## src/rtl/spi_target_wb.sv

```systemverilog
// spi_target_wb: SPI mode-0 target driving a Wishbone initiator.
// Flash-style cmd/addr/data stream; one bus cycle per 32-bit word.
module spi_target_wb #(
  parameter logic [7:0]  BASE_HI = 8'h30,
  parameter int unsigned TIMEOUT = 16
) (
  input  logic        clk_i,
  input  logic        rst_ni,
  input  logic        sclk_i,
  input  logic        csb_i,
  input  logic        mosi_i,
  output logic        miso_o,
  output logic        miso_oe_o,
  output logic        cyc_o,
  output logic        stb_o,
  output logic        we_o,
  output logic [3:0]  sel_o,
  output logic [31:0] adr_o,
  output logic [31:0] dat_o,
  input  logic [31:0] dat_i,
  input  logic        ack_i,
  output logic        busy_o,
  output logic        err_o
);

  typedef enum logic [2:0] {
    S_IDLE, S_CMD, S_ADDR, S_DUMMY,
    S_RDATA, S_WDATA, S_IGNORE
  } state_t;

  state_t      state, state_n;
  logic [2:0]  sclk_sy;
  logic [1:0]  csb_sy, mosi_sy;
  logic        rise_q, fall_q;
  logic        csb_s, mosi_s;
  logic [4:0]  bitcnt;
  logic [30:0] rx;
  logic [31:0] rx_n, tx, rbuf;
  logic [23:0] addr;
  logic        cmd_wr, rvalid, drop;
  logic        ev_rd, ev_wr, ev_load, ev_any, ld_err;
  logic [21:0] ev_adr;
  logic        cyc, we;
  logic [15:0] tcnt;
  logic        tmo, bus_end;
  logic        pend, pend_we;
  logic [21:0] pend_adr;
  logic [31:0] pend_dat;
  logic        st_we;
  logic [21:0] st_adr;
  logic [31:0] st_dat;

  assign csb_s  = csb_sy[1];
  assign mosi_s = mosi_sy[1];
  assign rx_n   = {rx, mosi_s};

  // 2-FF synchronisers plus registered sclk edge strobes
  always_ff @(posedge clk_i or negedge rst_ni) begin
    if (!rst_ni) begin
      sclk_sy <= '0;
      csb_sy  <= 2'b11;
      mosi_sy <= '0;
      rise_q  <= 1'b0;
      fall_q  <= 1'b0;
    end else begin
      sclk_sy <= {sclk_sy[1:0], sclk_i};
      csb_sy  <= {csb_sy[0], csb_i};
      mosi_sy <= {mosi_sy[0], mosi_i};
      rise_q  <= sclk_sy[1] & ~sclk_sy[2];
      fall_q  <= ~sclk_sy[1] & sclk_sy[2];
    end
  end

  // Protocol state register
  always_ff @(posedge clk_i or negedge rst_ni) begin
    if (!rst_ni) state <= S_IDLE;
    else         state <= state_n;
  end

  // Next state and bus request events
  always_comb begin
    state_n = state;
    ev_rd   = 1'b0;
    ev_wr   = 1'b0;
    ev_load = 1'b0;
    ev_adr  = addr[23:2];
    if (csb_s) begin
      state_n = S_IDLE;
    end else begin
      unique case (state)
        S_IDLE: state_n = S_CMD;
        S_CMD: begin
          if (rise_q && bitcnt == 5'd7) begin
            unique case (1'b1)
              rx_n[7:0] == 8'h02: state_n = S_ADDR;
              rx_n[7:0] == 8'h03: state_n = S_ADDR;
              default:            state_n = S_IGNORE;
            endcase
          end
        end
        S_ADDR: begin
          if (rise_q && bitcnt == 5'd23) begin
            if (cmd_wr) begin
              state_n = S_WDATA;
            end else begin
              state_n = S_DUMMY;
              ev_rd   = 1'b1;
              ev_adr  = rx_n[23:2];
            end
          end
        end
        S_DUMMY: begin
          if (rise_q && bitcnt == 5'd7) state_n = S_RDATA;
        end
        S_RDATA: begin
          if (fall_q && bitcnt == 5'd0) begin
            ev_load = 1'b1;
            ev_rd   = 1'b1;
            ev_adr  = addr[23:2] + 22'd1;
          end
        end
        S_WDATA: begin
          if (rise_q && bitcnt == 5'd31) ev_wr = 1'b1;
        end
        default: ;
      endcase
    end
  end

  assign ev_any = ev_rd | ev_wr;
  assign ld_err = ev_load & ~rvalid;

  // Shift registers, bit counter and running address
  always_ff @(posedge clk_i or negedge rst_ni) begin
    if (!rst_ni) begin
      rx     <= '0;
      tx     <= '0;
      bitcnt <= '0;
      addr   <= '0;
      cmd_wr <= 1'b0;
    end else begin
      if (rise_q) rx <= rx_n[30:0];
      if (csb_s || state_n != state) bitcnt <= '0;
      else if (rise_q)               bitcnt <= bitcnt + 5'd1;
      if (state == S_CMD && rise_q && bitcnt == 5'd7)
        cmd_wr <= (rx_n[7:0] == 8'h02);
      if (!csb_s && state == S_ADDR && rise_q && bitcnt == 5'd23)
        addr <= rx_n[23:0];
      else if (ev_wr || ev_load)
        addr <= addr + 24'd4;
      if (ev_load)
        tx <= rvalid ? rbuf : 32'hFFFF_FFFF;
      else if (state == S_RDATA && fall_q)
        tx <= {tx[30:0], 1'b1};
    end
  end

  assign tmo     = (tcnt == 16'(TIMEOUT - 1));
  assign bus_end = cyc & (ack_i | tmo);
  assign st_we   = ev_any ? ev_wr  : pend_we;
  assign st_adr  = ev_any ? ev_adr : pend_adr;
  assign st_dat  = ev_any ? rx_n   : pend_dat;

  // Wishbone initiator: one request in flight, one deferred
  always_ff @(posedge clk_i or negedge rst_ni) begin
    if (!rst_ni) begin
      cyc      <= 1'b0;
      we       <= 1'b0;
      adr_o    <= '0;
      dat_o    <= '0;
      tcnt     <= '0;
      rbuf     <= '0;
      rvalid   <= 1'b0;
      drop     <= 1'b0;
      pend     <= 1'b0;
      pend_we  <= 1'b0;
      pend_adr <= '0;
      pend_dat <= '0;
      err_o    <= 1'b0;
    end else begin
      err_o <= ld_err;
      if (cyc) begin
        if (bus_end) begin
          cyc  <= 1'b0;
          we   <= 1'b0;
          drop <= 1'b0;
          if (!we && !drop) begin
            rbuf   <= ack_i ? dat_i : 32'hFFFF_FFFF;
            rvalid <= 1'b1;
          end
          if (!ack_i) err_o <= 1'b1;
        end else begin
          tcnt <= tcnt + 16'd1;
        end
        if (ev_any) begin
          pend     <= 1'b1;
          pend_we  <= ev_wr;
          pend_adr <= ev_adr;
          pend_dat <= rx_n;
        end
      end else if (ev_any || pend) begin
        cyc   <= 1'b1;
        tcnt  <= '0;
        pend  <= 1'b0;
        we    <= st_we;
        adr_o <= {BASE_HI, st_adr, 2'b00};
        if (st_we) dat_o  <= st_dat;
        else       rvalid <= 1'b0;
      end
      if (ev_load) begin
        rvalid <= 1'b0;
        if (cyc && !we && !bus_end) drop <= 1'b1;
      end
    end
  end

  assign cyc_o     = cyc;
  assign stb_o     = cyc;
  assign we_o      = we;
  assign sel_o     = {4{cyc}};
  assign busy_o    = ~csb_s | cyc;
  assign miso_oe_o = (state == S_RDATA) & ~csb_s;
  assign miso_o    = miso_oe_o & tx[31];

endmodule

```

## config.mk

```make
export PLATFORM = sky130hd
export DESIGN_NAME = spi_target_wb
export DESIGN_NICKNAME = d
export VERILOG_FILES = /design/src/rtl/spi_target_wb.sv
export SDC_FILE = /design/constraint.sdc
export NUM_CORES = 1
export LEC_CHECK = 0
export CAP_MARGIN = 20
export CORE_AREA = 2 2 131 159
export CTS_BUF_LIST = sky130_fd_sc_hd__clkbuf_2 sky130_fd_sc_hd__clkbuf_4 sky130_fd_sc_hd__clkbuf_8
export CTS_CLUSTER_DIAMETER = 200
export CTS_CLUSTER_SIZE = 40
export DETAILED_ROUTE_END_ITERATION = 8
export DIE_AREA = 0 0 133 161
export PLACE_DENSITY = 0.85
export SYNTH_ARGS = -nofsm -noshare
export SYNTH_HDL_FRONTEND = slang
export SYNTH_SLANG_ARGS = --single-unit
```

## constraint.sdc

```tcl
create_clock -name clk_i -period 6.4 [get_ports clk_i]
set_input_delay 1.28 -clock clk_i [delete_from_list [all_inputs] [get_ports clk_i]]
set_output_delay 1.28 -clock clk_i [all_outputs]
set_load 0.03 [all_outputs]
```

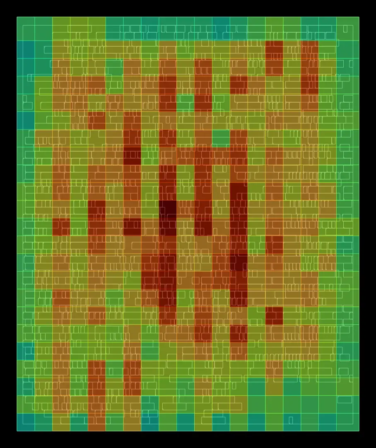
*Routing congestion map, run 1*
met2 layer usage reported by global route: 0.449
Top Usage Layer GRT: met2

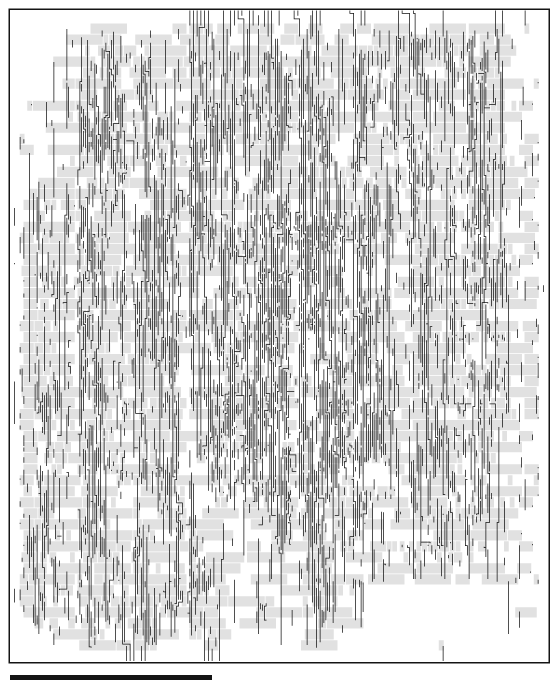
*The metal 2 layer, run 1*
Bar = 50 um.
longest straight run = 59.8 um
main direction = vertical
wire length on this layer = 13,800 um

==> results_dict.tcl, run 1 <==
# flow metrics
set metrics [dict create \
    design.die.area_um2 21400 \
    critPathLaunch "state[0]" \
    flow.area_growth_from_synthesis_pct 9.13 \
    largest_net_degree_at_the_start_of_global_routing 154 \
    whs_endpoint "csb_sy[1]" \
    wirelength_met1_mm 12.2 \
    slew_violations 0 \
    endpoint_kind "output port" \
    layout.cells.non_filler 1660 \
    run_status "finished, final reports clean" \
    comb_area_frac 0.395 \
    timing.final.ws_setup_ps 2410 \
    tap-cell-count 265 \
    layout.nets 1437 \
    clk_root_buffer_cell "sky130_fd_sc_hd__clkbuf_8" \
    maxUsedRoutingLayer "met4" \
    warning_count 31 \
    place_congestion 0.968 \
    yosys.area_share.aoi 0.157 \
    timing.final.crit_period_ps 3990 \
    post_cts_setup_buffer_count 0 \
    remaining_global_route_overflow 0 \
    area.combinational_um2 5480 \
    synth.distinct_cells 78 \
    unrepaired_setup_endpoints_after_global_routing "false" \
    power-top-group "registers" \
    fp-utilization 0.638 \
    power.density_nw_per_um2 204 \
    drc_violations 0 \
    vdd_drop_max_v 0.000159 \
    place_area_um2 13700 \
    logic_family "simple AND/OR/NAND/NOR gates" \
    num-clock-buffers 12 \
    synth_top_area_share 0.522 \
    nFlopsAndLatches 267 \
    global_route.usage.met1 0.374 \
    path_cells "nor4b_2, and2_1, clkdlybuf4s50_1" \
    total_number_of_cells_along_the_worst_setup_path 3 \
    most-common-layout-cells "sky130_fd_sc_hd__nand2_1, sky130_fd_sc_hd__dfrtp_1, sky130_fd_sc_hd__o21ai_0" \
    ff_latch_area_um2 6680 \
    floorplan.die.height_um 161 \
    path_clk_slew_ps 210 \
    clk-power_uw 653 \
    synth.cellmix.adderShare 0.00493 \
    critical_path.top_delay_family "simple AND/OR/NAND/NOR gates" \
    reg2reg_slack_ps 2780 \
    timing.critical_path.slowest_stage_cell "sky130_fd_sc_hd__nor4b_2" \
    synth_async_sr_flop_share 1.00 \
    cp-endpoint "miso_o" \
    timing.slew.headroom 0.297 \
    clock_sink_count 267 \
    layout.nonclk_buf_frac 0.0829 \
    max_capacitance_violation_total 0 \
    startpoint_type "flip-flop" \
    min-delay-path-class "reg -> reg" \
    first_iter_violations 695 \
    number_of_enable_flip_flop_cells 0 \
]
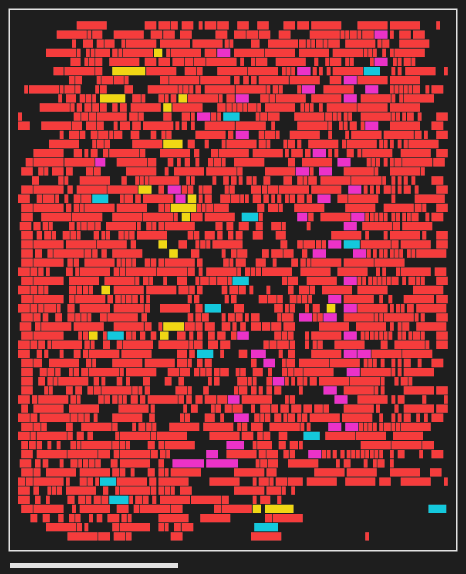
*Sizing map, run 1*
Bar = 50 um.
cyan -> drive 6 and up  # cells 14, most used clkbuf_8
red -> drive 1 or less  # cells 1,311, most used nand2_1
yellow -> drive 3 to 4  # cells 19, most used buf_4
magenta -> drive 2  # cells 51, most used mux2_2

==> run 1 -> run 2 <==
CORE_AREA = 2 2 136 165   (was 2 2 131 159)
DIE_AREA = 0 0 138 167   (was 0 0 133 161)
PLACE_DENSITY = 0.8   (was 0.85)
clock period = 3.8 ns   (was 6.4 ns; I/O delays follow)
==> run 2 against run 1 <==
Against the previous run: final area is 1.4% higher; register-to-register slack worse by 2100 ps; synthesized area stayed put; clock skew is 9.3 ps lower; cell count is 1.7% higher; setup slack worse by 2100 ps; synthesized cell count stayed put; critical path depth stayed put; highest routed layer unchanged; core utilization is 4.0 points lower; critical path type unchanged; clock power is 68% higher.
==> results_dict.tcl, run 2 <==
# flow metrics
set metrics [dict create \
    run_status "finished, final reports clean" \
    worstPathArrival_ps 2740 \
    vias 10100 \
    clock_tree.htree_level_count 1 \
    critical_path.top_delay_family "simple AND/OR/NAND/NOR gates" \
    synth.cellmix.adderShare 0.00493 \
    seq_cell_power_uw 3280 \
    warning_count 29 \
    clk_root_buffer_cell "sky130_fd_sc_hd__clkbuf_8" \
    synth_area_per_cell_um2 9.25 \
    min-delay-path-class "in -> async" \
    path_cells "nor4b_2, and2_1, clkdlybuf4s50_1" \
    power_combinational_uw 404 \
    timing.critical_path.slowest_stage_cell "sky130_fd_sc_hd__nor4b_2" \
    inverters 11 \
    tap-cell-count 274 \
    layout.nonclk_buf_frac 0.0946 \
    xor_xnor_area_share 0.0131 \
    power.density_nw_per_um2 341 \
    timing.final.crit_period_ps 3500 \
    largest_net_degree_at_the_start_of_global_routing 109 \
    layout.cells.non_filler 1688 \
    floorplan.die.height_um 167 \
    insertedDiodeCount 0 \
    synth_async_sr_flop_share 1.00 \
    synth_top_area_share 0.522 \
    post-layout-total-power_uw 4780 \
    drc_violations 0 \
    place_area_um2 13900 \
    place_congestion 0.950 \
    timing.slew.headroom 0.377 \
    critPathLaunch "state[0]" \
    cts-buffers-inserted 10 \
    maxUsedRoutingLayer "met4" \
    holdWs_ps 198 \
    final.period_utilization 0.920 \
    remaining_global_route_overflow 0 \
    timing.final.ws_setup_ps 305 \
    first_iter_violations 656 \
    synth.distinct_cells 78 \
    wirelength_met1_mm 13.0 \
    power-top-group "registers" \
    clock_sink_count 267 \
    flow.area_growth_from_synthesis_pct 10.6 \
    reg2reg_slack_ps 650 \
    yosys.area_share.aoi 0.157 \
    design.die.area_um2 23000 \
    total_number_of_cells_along_the_worst_setup_path 3 \
    slew_violations 0 \
    place_hpwl_mm 20.7 \
    nFlopsAndLatches 267 \
    comb_area_frac 0.390 \
    startpoint_type "flip-flop" \
    most-common-layout-cells "sky130_fd_sc_hd__nand2_1, sky130_fd_sc_hd__dfrtp_1, sky130_fd_sc_hd__o21ai_0" \
    post_cts_setup_buffer_count 0 \
    power.sequential.fraction 0.685 \
    ff_latch_area_um2 6680 \
    rows 59 \
    vdd_drop_max_v 0.000305 \
    cp-endpoint "miso_o" \
    layout.nets 1456 \
    post-place-cells 1675 \
    unrepaired_setup_endpoints_after_global_routing "false" \
    crit_fanout 14 \
    fp-utilization 0.593 \
    number_of_enable_flip_flop_cells 0 \
    yosysTopAreaCell "sky130_fd_sc_hd__dfrtp_1" \
    registers_synthesis 267 \
    area.combinational_um2 5480 \
    number_of_antenna_violations_at_the_first_check_in_global_routing 0 \
    path_clk_slew_ps 230 \
    final_core_util 0.656 \
    num-clock-buffers 12 \
    logic_gate_count 988 \
    logic_family "simple AND/OR/NAND/NOR gates" \
    globalRoute.busiestLayer "met2" \
    max_capacitance_violation_total 0 \
    clk-power_uw 1100 \
    synth.top_cells.by_area "sky130_fd_sc_hd__dfrtp_1, sky130_fd_sc_hd__nand2_1, sky130_fd_sc_hd__o21ai_0, sky130_fd_sc_hd__nor2_1, sky130_fd_sc_hd__mux2_2" \
    endpoint_kind "output port" \
]
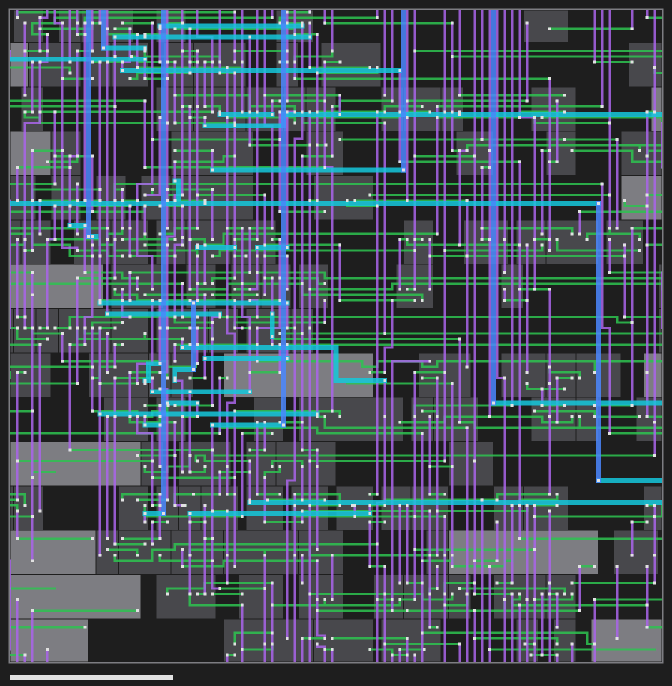
*Zoomed window, run 2*
Bar = 10 um. Window x 49 to 89, y 30 to 70 um. Cells in gray, sequential cells in the stronger gray; small squares are vias.
green -> met1
blue -> met4
purple -> met2
cyan -> met3
cells with their middle in the window = 123
sequential cells in the window = 7
netlist names of flops here include = `addr` (3), `tx` (3)
most frequent = nor2_1 (11), a21oi_1 (11)

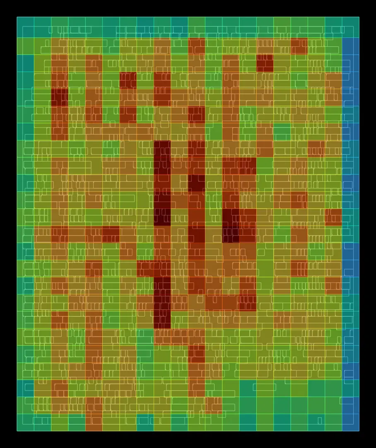
*Routing congestion map, run 2*
met1 Resource Use GR: 0.364
GRT Overall Usage: 0.264
met2 layer usage reported by global route: 0.442
WL/cell: 17.7 um

Power figures rest on the tool's default switching activity, not on a simulated workload.
